### src/rtl/conn_link_pkg.sv
//------------------------------------------------------------------------------
// conn_link_pkg : shared types and helpers for the conn_link connector block
// Rev 1.0
//------------------------------------------------------------------------------
`default_nettype none

package conn_link_pkg;

    localparam int PAR_MAXW = 1024;

    typedef enum logic [0:0] {
        TX_IDLE  = 1'b0,
        TX_SHIFT = 1'b1
    } tx_state_e;

    function automatic int beats(input int nchan, input int npins);
        return (nchan + npins - 1) / npins;
    endfunction

    // Zero-extended inputs leave the XOR reduction unchanged.
    function automatic logic odd_par(input logic [PAR_MAXW-1:0] d);
        return ~^d;
    endfunction

endpackage

`default_nettype wire

### src/rtl/conn_link_if.sv
//------------------------------------------------------------------------------
// conn_link_if : channel-side word interface of conn_link (TX and RX words)
// Rev 1.0
//------------------------------------------------------------------------------
`default_nettype none

interface conn_link_if #(
    parameter int NCHAN = 90
) ();
    logic [NCHAN-1:0] tx_data;
    logic             tx_valid;
    logic             tx_ready;
    logic [NCHAN-1:0] rx_data;
    logic             rx_valid;
    logic             rx_perr;
    logic             rx_frame_err;
    logic             rx_err_clr;

    modport master (
        output tx_data, tx_valid, rx_err_clr,
        input  tx_ready, rx_data, rx_valid, rx_perr, rx_frame_err
    );

    modport slave (
        input  tx_data, tx_valid, rx_err_clr,
        output tx_ready, rx_data, rx_valid, rx_perr, rx_frame_err
    );
endinterface

`default_nettype wire

### src/rtl/conn_link_rx.sv
//------------------------------------------------------------------------------
// conn_link_rx : receive assembler with per-frame parity and framing errors
// Rev 1.0
//------------------------------------------------------------------------------
`default_nettype none

module conn_link_rx
    import conn_link_pkg::*;
#(
    parameter int NCHAN = 90,
    parameter int NPINS = 10
) (
    input  wire logic             CLK,
    input  wire logic             RESET,
    input  wire logic [NPINS-1:0] pin_rx_d,
    input  wire logic             pin_rx_frame,
    input  wire logic             pin_rx_par,
    input  wire logic             rx_err_clr,
    output logic      [NCHAN-1:0] rx_data,
    output logic                  rx_valid,
    output logic                  rx_perr,
    output logic                  rx_frame_err
);

    localparam int BEATS    = beats(NCHAN, NPINS);
    localparam int SW       = BEATS * NPINS;
    localparam int CW       = (BEATS > 1) ? $clog2(BEATS) : 1;
    localparam bit ONE_BEAT = (BEATS == 1);

    logic [NPINS-1:0] r_d;
    logic             r_f;
    logic             r_p;
    logic [CW-1:0]    r_cnt;
    logic [SW-1:0]    r_acc;
    logic             r_perr_acc;

    logic          w_active;
    logic          w_done;
    logic          w_beat_perr;
    logic          w_frame_perr;
    logic [SW-1:0] w_asm;

    // Beats enter at the top and walk down, so beat 0 lands at bit 0 after BEATS shifts.
    assign w_asm        = (SW'(r_d) << (SW - NPINS)) | (r_acc >> NPINS);
    assign w_active     = r_f || (r_cnt != '0);
    assign w_done       = r_f ? ONE_BEAT : (r_cnt == CW'(BEATS - 1));
    assign w_beat_perr  = (r_p != odd_par(PAR_MAXW'(r_d)));
    assign w_frame_perr = w_beat_perr | (r_perr_acc & ~r_f);

    always_ff @(posedge CLK or posedge RESET) begin
        if (RESET) begin
            r_d          <= '0;
            r_f          <= 1'b0;
            r_p          <= 1'b1;
            r_cnt        <= '0;
            r_acc        <= '0;
            r_perr_acc   <= 1'b0;
            rx_data      <= '0;
            rx_valid     <= 1'b0;
            rx_perr      <= 1'b0;
            rx_frame_err <= 1'b0;
        end else begin
            r_d      <= pin_rx_d;
            r_f      <= pin_rx_frame;
            r_p      <= pin_rx_par;
            rx_valid <= 1'b0;

            if (w_active) begin
                r_acc      <= w_asm;
                r_perr_acc <= w_frame_perr;
                if (w_done) begin
                    r_cnt    <= '0;
                    rx_valid <= 1'b1;
                    rx_data  <= w_asm[NCHAN-1:0];
                    rx_perr  <= w_frame_perr;
                end else if (r_f) begin
                    r_cnt <= CW'(1);
                end else begin
                    r_cnt <= r_cnt + 1'b1;
                end
            end

            if (r_f && (r_cnt != '0)) begin
                rx_frame_err <= 1'b1;
            end else if (rx_err_clr) begin
                rx_frame_err <= 1'b0;
            end
        end
    end

endmodule

`default_nettype wire

### src/rtl/conn_link.sv
//------------------------------------------------------------------------------
// conn_link : time-multiplexed board-to-board link, TX serializer plus RX assembler
// Rev 1.0
//------------------------------------------------------------------------------
`default_nettype none

module conn_link
    import conn_link_pkg::*;
#(
    parameter int NCHAN = 90,
    parameter int NPINS = 10
) (
    input  wire logic             CLK,
    input  wire logic             RESET,
    conn_link_if.slave            ch,
    output logic      [NPINS-1:0] pin_tx_d,
    output logic                  pin_tx_frame,
    output logic                  pin_tx_par,
    input  wire logic [NPINS-1:0] pin_rx_d,
    input  wire logic             pin_rx_frame,
    input  wire logic             pin_rx_par
);

    localparam int BEATS = beats(NCHAN, NPINS);
    localparam int SW    = BEATS * NPINS;
    localparam int BW    = (BEATS > 1) ? $clog2(BEATS) : 1;

    tx_state_e        r_state;
    tx_state_e        w_state_nxt;
    logic [BW-1:0]    r_beat;
    logic [BW-1:0]    w_beat_nxt;
    logic [SW-1:0]    r_shift;
    logic [SW-1:0]    w_shift_nxt;
    logic [SW-1:0]    w_pad;
    logic [NPINS-1:0] w_d_nxt;
    logic             w_frame_nxt;
    logic             w_last;
    logic             w_load;

    assign w_pad       = SW'(ch.tx_data);
    assign w_last      = (r_state == TX_SHIFT) && (r_beat == BW'(BEATS - 1));
    assign ch.tx_ready = (r_state == TX_IDLE) || w_last;
    assign w_load      = ch.tx_ready && ch.tx_valid;

    // The pin register holds the beat currently on the wire; r_shift holds the beats still to go.
    always_comb begin
        w_state_nxt = TX_IDLE;
        w_beat_nxt  = '0;
        w_shift_nxt = r_shift;
        w_d_nxt     = '0;
        w_frame_nxt = 1'b0;
        if (w_load) begin
            w_state_nxt = TX_SHIFT;
            w_shift_nxt = w_pad >> NPINS;
            w_d_nxt     = w_pad[NPINS-1:0];
            w_frame_nxt = 1'b1;
        end else if ((r_state == TX_SHIFT) && !w_last) begin
            w_state_nxt = TX_SHIFT;
            w_beat_nxt  = r_beat + 1'b1;
            w_shift_nxt = r_shift >> NPINS;
            w_d_nxt     = r_shift[NPINS-1:0];
        end
    end

    always_ff @(posedge CLK or posedge RESET) begin
        if (RESET) begin
            r_state      <= TX_IDLE;
            r_beat       <= '0;
            r_shift      <= '0;
            pin_tx_d     <= '0;
            pin_tx_frame <= 1'b0;
            pin_tx_par   <= 1'b1;
        end else begin
            r_state      <= w_state_nxt;
            r_beat       <= w_beat_nxt;
            r_shift      <= w_shift_nxt;
            pin_tx_d     <= w_d_nxt;
            pin_tx_frame <= w_frame_nxt;
            pin_tx_par   <= odd_par(PAR_MAXW'(w_d_nxt));
        end
    end

    conn_link_rx #(
        .NCHAN (NCHAN),
        .NPINS (NPINS)
    ) u_rx (
        .CLK          (CLK),
        .RESET        (RESET),
        .pin_rx_d     (pin_rx_d),
        .pin_rx_frame (pin_rx_frame),
        .pin_rx_par   (pin_rx_par),
        .rx_err_clr   (ch.rx_err_clr),
        .rx_data      (ch.rx_data),
        .rx_valid     (ch.rx_valid),
        .rx_perr      (ch.rx_perr),
        .rx_frame_err (ch.rx_frame_err)
    );

endmodule

`default_nettype wire

### src/flat_wrapper.sv
// flat-port wrapper written by rule: the top's interface ports become plain ports
module conn_link_flat import conn_link_pkg::*;
#(
    parameter int NCHAN = 90,
    parameter int NPINS = 10
)
  (CLK, RESET, pin_tx_d, pin_tx_frame, pin_tx_par, pin_rx_d, pin_rx_frame, pin_rx_par, ch_tx_data, ch_tx_valid, ch_rx_err_clr, ch_tx_ready, ch_rx_data, ch_rx_valid, ch_rx_perr, ch_rx_frame_err);
  conn_link_if #(.NCHAN(NCHAN)) ch_i ();
  input  wire logic CLK;
  input  wire logic RESET;
  output logic      [NPINS-1:0] pin_tx_d;
  output logic pin_tx_frame;
  output logic pin_tx_par;
  input  wire logic [NPINS-1:0] pin_rx_d;
  input  wire logic pin_rx_frame;
  input  wire logic pin_rx_par;
  input wire logic [$bits(ch_i.tx_data)-1:0] ch_tx_data;
  input wire logic [$bits(ch_i.tx_valid)-1:0] ch_tx_valid;
  input wire logic [$bits(ch_i.rx_err_clr)-1:0] ch_rx_err_clr;
  output wire logic [$bits(ch_i.tx_ready)-1:0] ch_tx_ready;
  output wire logic [$bits(ch_i.rx_data)-1:0] ch_rx_data;
  output wire logic [$bits(ch_i.rx_valid)-1:0] ch_rx_valid;
  output wire logic [$bits(ch_i.rx_perr)-1:0] ch_rx_perr;
  output wire logic [$bits(ch_i.rx_frame_err)-1:0] ch_rx_frame_err;
  assign ch_i.tx_data = ch_tx_data;
  assign ch_i.tx_valid = ch_tx_valid;
  assign ch_i.rx_err_clr = ch_rx_err_clr;
  assign ch_tx_ready = ch_i.tx_ready;
  assign ch_rx_data = ch_i.rx_data;
  assign ch_rx_valid = ch_i.rx_valid;
  assign ch_rx_perr = ch_i.rx_perr;
  assign ch_rx_frame_err = ch_i.rx_frame_err;
  conn_link #(.NCHAN(NCHAN), .NPINS(NPINS)) u_core (.CLK(CLK), .RESET(RESET), .ch(ch_i), .pin_tx_d(pin_tx_d), .pin_tx_frame(pin_tx_frame), .pin_tx_par(pin_tx_par), .pin_rx_d(pin_rx_d), .pin_rx_frame(pin_rx_frame), .pin_rx_par(pin_rx_par));
endmodule
### config.mk
export PLATFORM = sky130hd
export DESIGN_NAME = conn_link_flat
export DESIGN_NICKNAME = d
export VERILOG_FILES = /design/src/rtl/conn_link_pkg.sv /design/src/rtl/conn_link_if.sv /design/src/rtl/conn_link_rx.sv /design/src/rtl/conn_link.sv /design/src/flat_wrapper.sv
export SDC_FILE = /design/constraint.sdc
export NUM_CORES = 1
export LEC_CHECK = 0
export CAP_MARGIN = 20
export CORE_MARGIN = 2
export CORE_UTILIZATION = 47
export DETAILED_ROUTE_END_ITERATION = 10
export GPL_TIMING_DRIVEN = 0
export PLACE_DENSITY = 0.76
export SETUP_SLACK_MARGIN = 0.2
export SLEW_MARGIN = 20
export SYNTH_ARGS = -nofsm -noshare
export SYNTH_HDL_FRONTEND = slang
export SYNTH_HIERARCHICAL = 1
export SYNTH_SLANG_ARGS = --single-unit
export TNS_END_PERCENT = 5
### constraint.sdc
create_clock -name CLK -period 6.1 [get_ports CLK]
set_input_delay 0.915 -clock CLK [delete_from_list [all_inputs] [get_ports CLK]]
set_output_delay 0.915 -clock CLK [all_outputs]
set_load 0.02 [all_outputs]
**Clock routing**

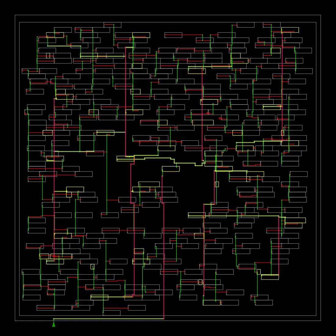
Latency at later pin: 550 ps
Worst Skew: 8.80 ps
Flops: 287
total CTS buffers: 30

**I/O pins on the die edge**

Scale: 2 px per um. Pins as bars across the die edge, other pins in gray.
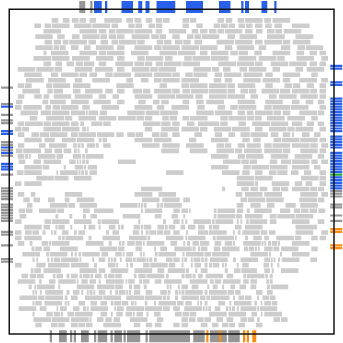
color	port	pins	direction	edge
blue	ch_rx_data	90	output	47 top, 35 right, 8 left
green	ch_rx_valid	1	output	right
orange	pin_tx_d	10	output	6 bottom, 4 right

**Metal layers overlaid**

Scale: 1.5 px per um. Only two layers are drawn.
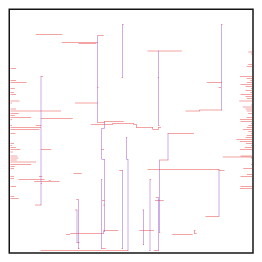
color	layer	wire length
purple	metal 4	796 um
red	metal 3	930 um

**Met4 routing**

Scale: 2 px per um.
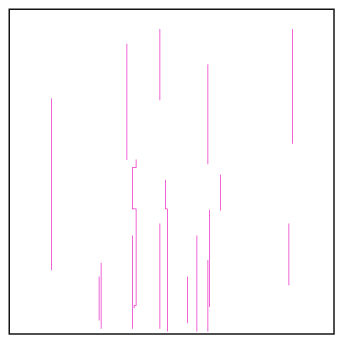
main direction	vertical
wire length on this layer	796 um
longest straight run	85.7 um
nets with wire on the layer	11
share of all routed wire	3.1%
routed vias: 7238
final wirelength: 25.5 mm

**Gate-type map**

Scale: 2 px per um.
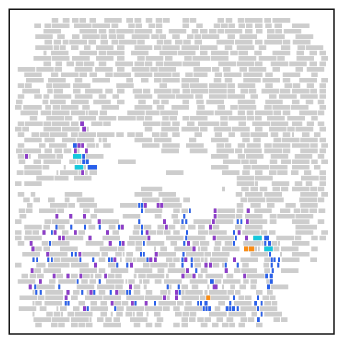
color	family	cells
orange	AND and OR gates	3
blue	NAND gates	108
purple	inverting AOI/OAI gates	79
cyan	adder and majority cells	4
most frequent logic cell in the layout: dfrtp_1
logic share of the area: 0.262

==> impl_metrics.py <==
# Flow results
metrics = {
    "run_status": {
        "status": "complete, no violations",
    },
    "yosys": {
        "top_cell_area_share": 0.611,
        "ys_types": 34,
        "syn_inst": 838,
        "syn-cell-area_um2": 11700,
        "ys.flops": 287,
        "yosys-top-cells-area": "dfrtp_1, mux2_2, mux2_1",
        "ys_sh_mux": 0.237,
        "simple_gate_share": 0.0480,
        "adder_share": 0.00429,
        "async_flop_share": 1.00,
        "ys_cells": 838,
        "flop_cell": "dfrtp_1",
        "avgSynthCellArea_um2": 13.9,
        "synthTopLogicFamily": "multiplexers",
        "common_cells": "dfrtp_1, nand2_1, mux2_2, mux2i_1, o21ai_0",
        "synth-edff-count": 0,
        "synth_seq_share": 0.616,
        "ys_chip_area_um2": 11700,
        "xor_share": 0.0238,
        "top_cell": "dfrtp_1",
        "yosysTopAreaCell": "dfrtp_1",
    },
    "clock_tree": {
        "htreeDepth": 1,
        "clkTransAtPathRegs_ps": 60,
        "post_cts_resized": 0,
        "tritoncts": "yes",
        "clk_path_buf_depth": 3,
        "clock_sinks": 287,
        "cts_hold_buf": 0,
        "post_cts_buffers": 0,
    },
    "power_and_ir_drop": {
        "pwr.group.clock_mw": 1.96,
        "fin_total_pwr_mw": 6.85,
        "maxPowerGroup": "registers",
        "power_density_nw_per_um2": 443,
        "cellInternalPower_mw": 4.79,
        "vdd_drop_max_v": 0.000264,
        "switching_share": 0.300,
        "p_comb_mw": 1.94,
        "power_switching_mw": 2.06,
        "seq_power_share": 0.430,
        "p_leak_nw": 7.21,
        "clkPwrFrac": 0.287,
        "seq-power_mw": 2.95,
    },
    "worst_setup_path": {
        "path_cells": "inv_1, ha_1, nand3b_1, and2_4, buf_6, inv_2, buf_4, clkdlybuf4s50_1",
        "worst-path-max-fanout": 10,
        "cp-start-kind": "flip-flop",
        "cpPeakStageDelay_ps": 620,
        "slowest_stage": "clkdlybuf4s50_1",
        "end_kind": "output port",
        "reg2reg_depth": 7,
        "worst-endpoint-arrival_ps": 2490,
        "worst-path-buf-inv": 5,
        "path_class": "reg2out",
        "regToRegStartpoint": "u_core/u_rx/r_cnt[0]",
        "crit_path_start": "u_core/r_beat[0]",
        "worstSetupPathDepth": 8,
        "cpLargestDelayFamily": "buffers and inverters",
        "r2r_end": "u_core/u_rx/r_acc[14]",
        "worst-r2r-setup-slack_ps": 3970,
    },
    "cells_and_area": {
        "final_util": 0.636,
        "area_share_nonclk_buffers": 0.173,
        "design_area_um2": 15500,
        "largest_register": "u_core/u_rx/rx_data",
        "n_antenna_cell": 1,
        "logic_area_um2": 4050,
        "clk_share": 0.0713,
        "largest_register_ffs": 90,
        "filler_cell_count": 1856,
        "nets": 1198,
        "logic_gate_count": 492,
        "synthToLayoutAreaGrowth_pct": 32.5,
        "drive_above_1_share": 0.187,
        "top_area_cell_class": "flip-flops and latches",
        "flop_area_um2": 7180,
        "final_cell_mix": "dfrtp_1, clkdlybuf4s50_1, nand2_1",
        "num-nonclk-buffers": 267,
        "top_regs": "u_core/u_rx/rx_data: 90 flops, u_core/r_shift: 80 flops, u_core/u_rx/r_acc: 80 flops",
        "seq_share": 0.464,
        "nClkBuffers": 44,
        "finalNonFillerCells": 1436,
    },
    "global_route": {
        "grtUsageMet3": 0.0272,
        "antenna_found_initial": 1,
        "grt_use_met1": 0.285,
        "busiest_layer": "met2",
        "grt_max_degree": 56,
        "grt_pass1_wl_mm": 41.9,
        "grt.overflow.total": 0,
        "grt_usage": 0.202,
        "grtUsageMet2": 0.328,
        "first_global_vias": 7676,
    },
    "detailed_routing": {
        "first_iter_violations": 340,
        "wl_met3_um": 929,
        "via_per_inst": 5.04,
        "ant_nets": 0,
        "wl_per_cell_um": 17.7,
        "wl_met2_mm": 12.2,
    },
    "floorplanning": {
        "die-area_um2": 26100,
        "initCoreUtil": 0.480,
        "chipHeight_um": 162,
        "io_pins": 212,
        "tap_cells": 324,
        "core_um2": 24300,
        "rows": 57,
        "die_width_um": 162,
    },
    "sta": {
        "fin_crit_ps": 3410,
        "slew_viol_final": 0,
        "hold_viol_final": 0,
        "setup_viol": 0,
        "tns_ps": 0,
        "holdWs_ps": 483,
        "period_used_share": 0.559,
        "slew_headroom": 0.598,
        "max_freq_mhz": 293,
        "grt_setup_unrepaired": "no",
        "layout_setup_ws_ps": 2690,
    },
    "hold_path": {
        "hold_depth": 1,
        "worstHoldPathType": "reg2reg",
    },
    "placement": {
        "dp_cells": 1380,
        "portBuffers": 210,
        "dpl.hpwl_mm": 18.9,
    },
}
